Fig. 1: cell density map
(4 px per um) 10 x 10 tiles, from dark blue (low) to red (high), 0 to 100% covered.
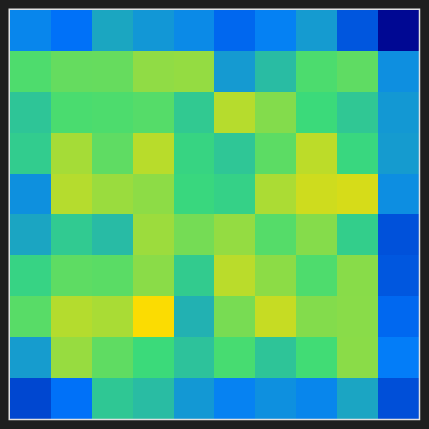
Fig. 2: sizing map
(4 px per um)
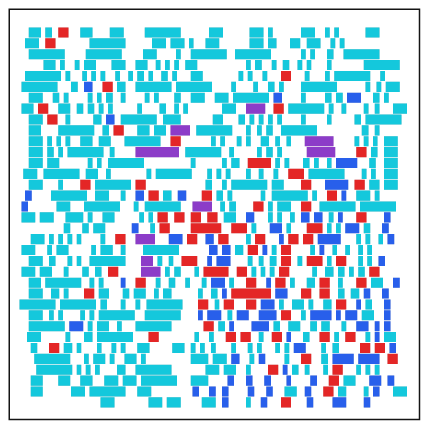
Fig. 3: cell outlines without signal wires
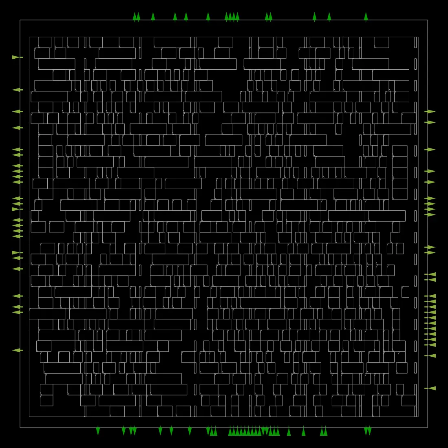
Fig. 4: I/O nets highlighted
(4 px per um)
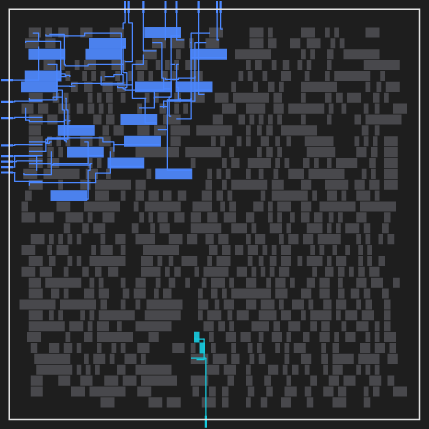
===== src/rtl/hazard_stall_controller.sv =====
// rtl/hazard_stall_controller.sv - load-use stall, branch flush, memory freeze and forwarding control
//
// Ports:
//   Clk, Reset_n                       clock, asynchronous active-low reset
//   ID_Rn/ID_Rm/ID_Rd, ID_use_*        source registers of the ID instruction and their read flags
//   EX_Rd, EX_RF_E, EX_MEM_E           EX destination, write enable, load flag
//   MEM_Rd, MEM_RF_E, WB_Rd, WB_RF_E   later-stage destinations and write enables
//   EX_branch_taken, MEM_wait          taken branch in EX, data memory not ready
//   PC_enable, IF_ID_enable            front-end advance enables
//   IF_ID_flush, NOP_select, pipe_hold flush, bubble insertion, back-end hold
//   ForwardA/B/C                       operand source selects for Rn/Rm/Rd
//   stall_count/flush_count/freeze_count  saturating event counters
module hazard_stall_controller #(
    parameter int CNT_W = 16
) (
    input  logic             Clk,
    input  logic             Reset_n,
    input  logic [3:0]       ID_Rn,
    input  logic [3:0]       ID_Rm,
    input  logic [3:0]       ID_Rd,
    input  logic             ID_use_Rn,
    input  logic             ID_use_Rm,
    input  logic             ID_use_Rd,
    input  logic [3:0]       EX_Rd,
    input  logic             EX_RF_E,
    input  logic             EX_MEM_E,
    input  logic [3:0]       MEM_Rd,
    input  logic [3:0]       WB_Rd,
    input  logic             MEM_RF_E,
    input  logic             WB_RF_E,
    input  logic             EX_branch_taken,
    input  logic             MEM_wait,
    output logic             PC_enable,
    output logic             IF_ID_enable,
    output logic             IF_ID_flush,
    output logic             NOP_select,
    output logic             pipe_hold,
    output logic [1:0]       ForwardA,
    output logic [1:0]       ForwardB,
    output logic [1:0]       ForwardC,
    output logic [CNT_W-1:0] stall_count,
    output logic [CNT_W-1:0] flush_count,
    output logic [CNT_W-1:0] freeze_count
);

    typedef enum logic [1:0] {RUN, LOAD_STALL, FREEZE} state_t;

    localparam logic [CNT_W-1:0] CNT_ONE = {{(CNT_W-1){1'b0}}, 1'b1};

    state_t state, state_nxt;
    state_t ret_state, ret_nxt;
    state_t eff_state;
    logic   hazard;
    logic   stall_act, flush_act;

    // A loaded value in EX is not available until MEM, so ALU-result
    // forwarding from EX is suppressed for loads; r15 is never forwarded.
    function automatic logic [1:0] fwd_sel(
        input logic [3:0] src,
        input logic       ex_en,
        input logic [3:0] ex_rd,
        input logic       mem_en,
        input logic [3:0] mem_rd,
        input logic       wb_en,
        input logic [3:0] wb_rd
    );
        if (src == 4'd15)                 return 2'b00;
        else if (ex_en && ex_rd == src)   return 2'b01;
        else if (mem_en && mem_rd == src) return 2'b10;
        else if (wb_en && wb_rd == src)   return 2'b11;
        else                              return 2'b00;
    endfunction

    assign hazard = EX_MEM_E && EX_RF_E && (EX_Rd != 4'd15) &&
                    ((ID_use_Rn && ID_Rn == EX_Rd) ||
                     (ID_use_Rm && ID_Rm == EX_Rd) ||
                     (ID_use_Rd && ID_Rd == EX_Rd));

    always_comb begin
        state_nxt    = RUN;
        ret_nxt      = ret_state;
        PC_enable    = 1'b1;
        IF_ID_enable = 1'b1;
        IF_ID_flush  = 1'b0;
        NOP_select   = 1'b0;
        pipe_hold    = 1'b0;
        stall_act    = 1'b0;
        flush_act    = 1'b0;
        // Leaving FREEZE behaves exactly like the state it interrupted.
        eff_state    = (state == FREEZE) ? ret_state : state;

        if (MEM_wait) begin
            PC_enable    = 1'b0;
            IF_ID_enable = 1'b0;
            pipe_hold    = 1'b1;
            state_nxt    = FREEZE;
            if (state != FREEZE) ret_nxt = state;
        end else if (EX_branch_taken) begin
            // The dependent instruction is squashed, so no stall is needed.
            IF_ID_flush = 1'b1;
            NOP_select  = 1'b1;
            flush_act   = 1'b1;
        end else if (hazard && eff_state == RUN) begin
            PC_enable    = 1'b0;
            IF_ID_enable = 1'b0;
            NOP_select   = 1'b1;
            stall_act    = 1'b1;
            state_nxt    = LOAD_STALL;
        end

        if (!Reset_n) begin
            PC_enable    = 1'b0;
            IF_ID_enable = 1'b0;
            IF_ID_flush  = 1'b0;
            NOP_select   = 1'b1;
            pipe_hold    = 1'b0;
            stall_act    = 1'b0;
            flush_act    = 1'b0;
        end
    end

    always_comb begin
        ForwardA = 2'b00;
        ForwardB = 2'b00;
        ForwardC = 2'b00;
        if (Reset_n) begin
            ForwardA = fwd_sel(ID_Rn, EX_RF_E && !EX_MEM_E, EX_Rd, MEM_RF_E, MEM_Rd, WB_RF_E, WB_Rd);
            ForwardB = fwd_sel(ID_Rm, EX_RF_E && !EX_MEM_E, EX_Rd, MEM_RF_E, MEM_Rd, WB_RF_E, WB_Rd);
            ForwardC = fwd_sel(ID_Rd, EX_RF_E && !EX_MEM_E, EX_Rd, MEM_RF_E, MEM_Rd, WB_RF_E, WB_Rd);
        end
    end

    always_ff @(posedge Clk or negedge Reset_n) begin
        if (!Reset_n) begin
            state     <= RUN;
            ret_state <= RUN;
        end else begin
            state     <= state_nxt;
            ret_state <= ret_nxt;
        end
    end

    always_ff @(posedge Clk or negedge Reset_n) begin
        if (!Reset_n) begin
            stall_count  <= '0;
            flush_count  <= '0;
            freeze_count <= '0;
        end else begin
            if (stall_act && stall_count != '1)  stall_count  <= stall_count + CNT_ONE;
            if (flush_act && flush_count != '1)  flush_count  <= flush_count + CNT_ONE;
            if (MEM_wait && freeze_count != '1)  freeze_count <= freeze_count + CNT_ONE;
        end
    end

endmodule

===== config.mk =====
export PLATFORM = sky130hd
export DESIGN_NAME = hazard_stall_controller
export DESIGN_NICKNAME = d
export VERILOG_FILES = /design/src/rtl/hazard_stall_controller.sv
export SDC_FILE = /design/constraint.sdc
export NUM_CORES = 1
export LEC_CHECK = 0
export ABC_AREA = 1
export ABC_CLOCK_PERIOD_IN_PS = 2100
export CAP_MARGIN = 20
export CELL_PAD_IN_SITES_DETAIL_PLACEMENT = 1
export CELL_PAD_IN_SITES_GLOBAL_PLACEMENT = 1
export CORE_MARGIN = 2
export CORE_UTILIZATION = 34
export DETAILED_ROUTE_END_ITERATION = 8
export GPL_TIMING_DRIVEN = 1
export PLACE_DENSITY_LB_ADDON = 0.1
export SLEW_MARGIN = 20
export SYNTH_ARGS = -nofsm -noshare
export SYNTH_HDL_FRONTEND = slang
export SYNTH_SLANG_ARGS = --single-unit

===== constraint.sdc =====
create_clock -name Clk -period 2.1 [get_ports Clk]
set_input_delay 0.42 -clock Clk [delete_from_list [all_inputs] [get_ports Clk]]
set_output_delay 0.42 -clock Clk [all_outputs]
set_load 0.01 [all_outputs]

==> impl_metrics.env <==
# physical design summary
export IMPL_layout_top_cell="sky130_fd_sc_hd__nand2_1"
export IMPL_port_buffers=93
export IMPL_top_level_ports=94
export IMPL_maxSlewHeadroom=0.6675
export IMPL_multiplexer_share_of_the_synthesized_area=0
export IMPL_power_attributed_to_combinational_cells_mw=0.899
export IMPL_final_seq_area_um2=1301
export IMPL_synth_seq_share=0.3971
export IMPL_grt_pass1_wl_um=17790
export IMPL_critPathLaunch="ID_Rn[0]"
export IMPL_signal_buffer_area_fraction=0.2633
export IMPL_detail_route_antenna_nets=0
export IMPL_grt_max_degree=25
export IMPL_vdd_ir_drop_worst_mv=0.4352
export IMPL_worst_skew_pair_late_latency_ns=0.32
export IMPL_placed_area_um2=4810
export IMPL_minimum_period_implied_by_the_final_worst_setup_slack_ns=2.023
export IMPL_drv_max_cap_violation_count=0
export IMPL_vias=3589
export IMPL_drt_wirelength_per_cell_um=14.42
export IMPL_outcome="completed"
export IMPL_yosysChipArea_um2=3277
export IMPL_final_clk_cell_share=0.02217
export IMPL_antenna_found_initial=0
export IMPL_netlist_area_um2=3277
export IMPL_placed_cells=729
export IMPL_power_switching_mw=0.9450
export IMPL_postCtsSetupRepairBufs=5
export IMPL_timing_final_setup_violations=0
export IMPL_worst_slew_pin_slew_ns=0.4924
export IMPL_timing_critical_path_fanout_max=4
export IMPL_cts_buffer_count=5
export IMPL_number_of_inserted_filler_cells_in_the_final_layout=1182
export IMPL_hold_viol=0
export IMPL_ctsHoldBuffers=0
export IMPL_final_layout_size_suffix_gt1_frac=0.2783
export IMPL_fp_dieArea_um2=10440
export IMPL_timing_hold_worst_class="in2async"
export IMPL_grt_overflow=0
export IMPL_cp_arrival_ns=1.60
export IMPL_largest_area_class_layout="logic gates"
export IMPL_seqPwrFrac=0.442
export IMPL_tool_warnings=27
export IMPL_timing_setup_tns_ns=0
export IMPL_layout_cells_most_common_list="sky130_fd_sc_hd__nand2_1, sky130_fd_sc_hd__buf_4, sky130_fd_sc_hd__clkdlybuf4s50_1"
export IMPL_pg_clk_mw=0.717
export IMPL_cts_root_buf="sky130_fd_sc_hd__clkbuf_8"
export IMPL_achievable_clock_frequency_ghz=0.4942
export IMPL_netlist_instances=450
export IMPL_power_switching_share=0.3261
export IMPL_post_route_drc_count=0
export IMPL_post_layout_nonfiller_instances=747
export IMPL_power_sequential_mw=1.28
export IMPL_rr_startpoint="stall_count[1]"
export IMPL_vias_per_inst=4.805
export IMPL_ys_sh_simple=0.3333
export IMPL_power_internal_mw=1.953
export IMPL_power_leakage_nw=2.538
export IMPL_synth_comb_largest_family="simple AND/OR/NAND/NOR gates"
export IMPL_min_period_over_period=0.9635
export IMPL_syn_area_cell_um2=7.282
export IMPL_yosysCellCount=450
Back to the opening pictures, Fig. 1:
The mean over all tiles is 47%. The fullest tile reaches 75%. 1.0% of the tiles are nearly empty.

Back to the opening pictures, Fig. 2:
_6 and larger: drawn in purple, cells 9, share 1.5%, most used clkbuf_8. _3 and _4 cells: drawn in red, cells 78, share 13%, most used buf_4. _2 cells: drawn in blue, cells 85, share 14%, most used clkbuf_2. _0 and _1 cells: drawn in cyan, cells 446, share 72%, most used nand2_1.

Back to the opening pictures, Fig. 3:
number of placement rows: 35
Seq cells: 52
flip-flop and latch share of the layout cell area: 0.2590

Back to the opening pictures, Fig. 4:
EX_MEM_E: drawn in cyan, bits 1, direction input, end cells 2, wire 28.0 um. flush_count: drawn in blue, bits 16, direction output, end cells 16, wire 722 um.

[synthesized netlist by cell type, drive strengths merged]
library cell / count / area (um^2)
nand3: 37 / 190.2
o41ai: 3 / 26.28
nand4: 7 / 58.81
o31ai: 1 / 7.510
buf: 3 / 30.03
o22ai: 8 / 50.05
nand2: 132 / 498.0
clkinv: 1 / 3.750
a21oi: 10 / 50.05
dfrtp: 52 / 1301
xor2: 24 / 217.7
nand3b: 4 / 30.03
nor2: 49 / 198.9
and3: 1 / 6.260
inv: 69 / 259.0
xnor2: 12 / 105.1
o2111ai: 1 / 8.760
a31oi: 1 / 6.260
nor4: 4 / 25.02
nor3: 14 / 85.08
ha: 3 / 37.54
o21ai: 11 / 55.05
a221oi: 3 / 26.28
[critical path: stages]
cell	delay, ns
sky130_fd_sc_hd__clkbuf_4	0.15
sky130_fd_sc_hd__inv_2	0.08
sky130_fd_sc_hd__o21ai_0	0.10
sky130_fd_sc_hd__nor2_1	0.12
sky130_fd_sc_hd__nand3_1	0.13
sky130_fd_sc_hd__o31ai_2	0.20
sky130_fd_sc_hd__nand2_1	0.12
sky130_fd_sc_hd__nor2_2	0.13
sky130_fd_sc_hd__buf_2	0.15
[final timing paths]
path / end / slack [ns] / depth (start not counted)
worst max-delay path: ForwardA[1] / 0.08 / 9
worst min-delay path: state[1] / 0.25 / 2
worst max register to register: stall_count[6] / 0.19 / 11
worst min register to register: ret_state[1] / 0.50 / 2
max in group asynchronous: stall_count[14] / 1.48 / 2
min in group Clk: ret_state[1] / 0.50 / 2
[routing by layer]
layer	track usage	wire length, um	up-vias	share of wire
met5	0	0	-	0
met4	0.06359	150	0	0.014
met3	0.03488	404	10	0.037
met2	0.3760	5478	69	0.51
met1	0.2712	4741	1745	0.44
li1	-	-	1765	-
